Design alu_nibble_sequencer, sky130hd; sources not shown.
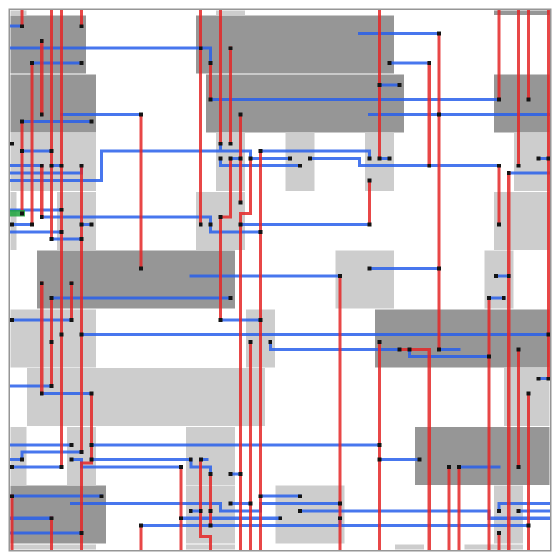
Fig. 1. Zoomed window.
Region (65, 65) to (90, 90) um. Cells in gray, sequential cells in the stronger gray; small squares are vias.
[met2] red
[met1] blue
[met3] green
most frequent: dfrtp_1 (5), nand2_1 (3), nor2_1 (3)
sequential cells in the window: 5
cells with their middle in the window: 23

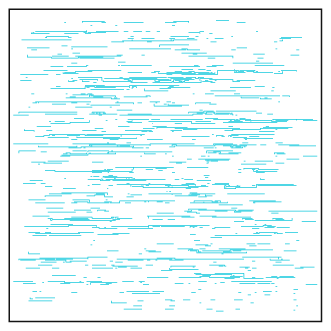
Fig. 2. The metal 1 layer.
Scale: 3 px per um.
share of all routed wire: 42%
main direction: horizontal
wire length on this layer: 3630 um
longest straight run: 25.8 um
nets with wire on the layer: 327
met1 usage: 0.207
via count: 2374
final WL: 8.56 mm

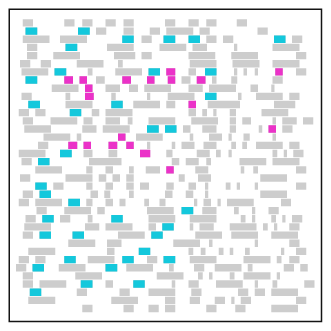
Fig. 3. Gate families picked out.
Scale: 3 px per um.
[multiplexers] cyan | cells: 38
[AND-OR and OR-AND gates] magenta | cells: 19
fin cells: 481
most numerous logic cell after layout: clkdlybuf4s50_1
combinational share of cell area: 0.289

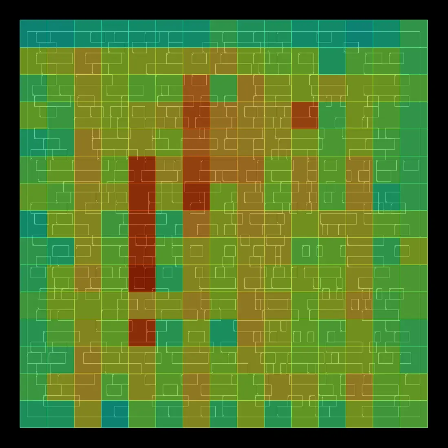
Fig. 4. Track usage over the die.
most used routing layer: met2
Global Route Usage Sum: 0.174
Layout Utilization: 0.443
GRT met3 Usage: 0.0516
met2 global-route usage: 0.301

==> impl_metrics.yaml <==
# physical design summary
outcome:
  status: "completed"
setup_path:
  path_cells: "ha_1, ha_1, o21a_1, a21o_1, a221oi_1, o22a_1"
  r2r_cells: 6
  critPathBufInv: 0
  path_class: "register to register"
  crit_family: "AND-OR/OR-AND gates"
place:
  placed_area_sq_um: 4090
  dp.cells: 464
cts:
  clkSinkCount: 71
  post_cts_resized: 0
  cts_buffers: 9
  root_buffer: "clkbuf_8"
floorplanning:
  core_area_sq_um: 9770
  die_w_um: 104
  rows: 36
timing:
  slew_headroom: 0.611
  drv_slew: 0
  setup_ws_ps: 187
  hold_slack_ps: 193
power:
  p_sw_frac: 0.345
  p_switching_mw: 1.96
  seq_power_share: 0.382
  vdd_drop_max_v: 0.000481
  clockPowerShare: 0.195
  p_leak_nw: 1.84
route:
  firstDrtPassIters: 4
  drc: 0
  met1_length_mm: 3.63
layout:
  bufAreaShareNonClock: 0.204
  num-nonclk-buffers: 89
  fin_area_sq_um: 4330
  area_delta_synth_final_pct: 37.9
  nClkBuffers: 11
  lay_top_cells: "79 x clkdlybuf4s50_1, 71 x dfrtp_1, 31 x mux2_1"
  largestClassByArea: "sequential cells"
synth:
  ys_top_logic_family: "AND-OR/OR-AND gates"
  syn_nets: 310
  most_common_cell: "dfrtp_1"
  yosys_area_sq_um: 3140
  yosys_warnings: 0
  synth_cells: 257
  synth_cell_types: 34
  ys_seq_share: 0.566
  ys_sh_xor: 0
flow_run:
  warning_count: 30
grt:
  antenna_found_initial: 0
  grt_max_degree: 36
Power is estimated from default activity; no workload was simulated.
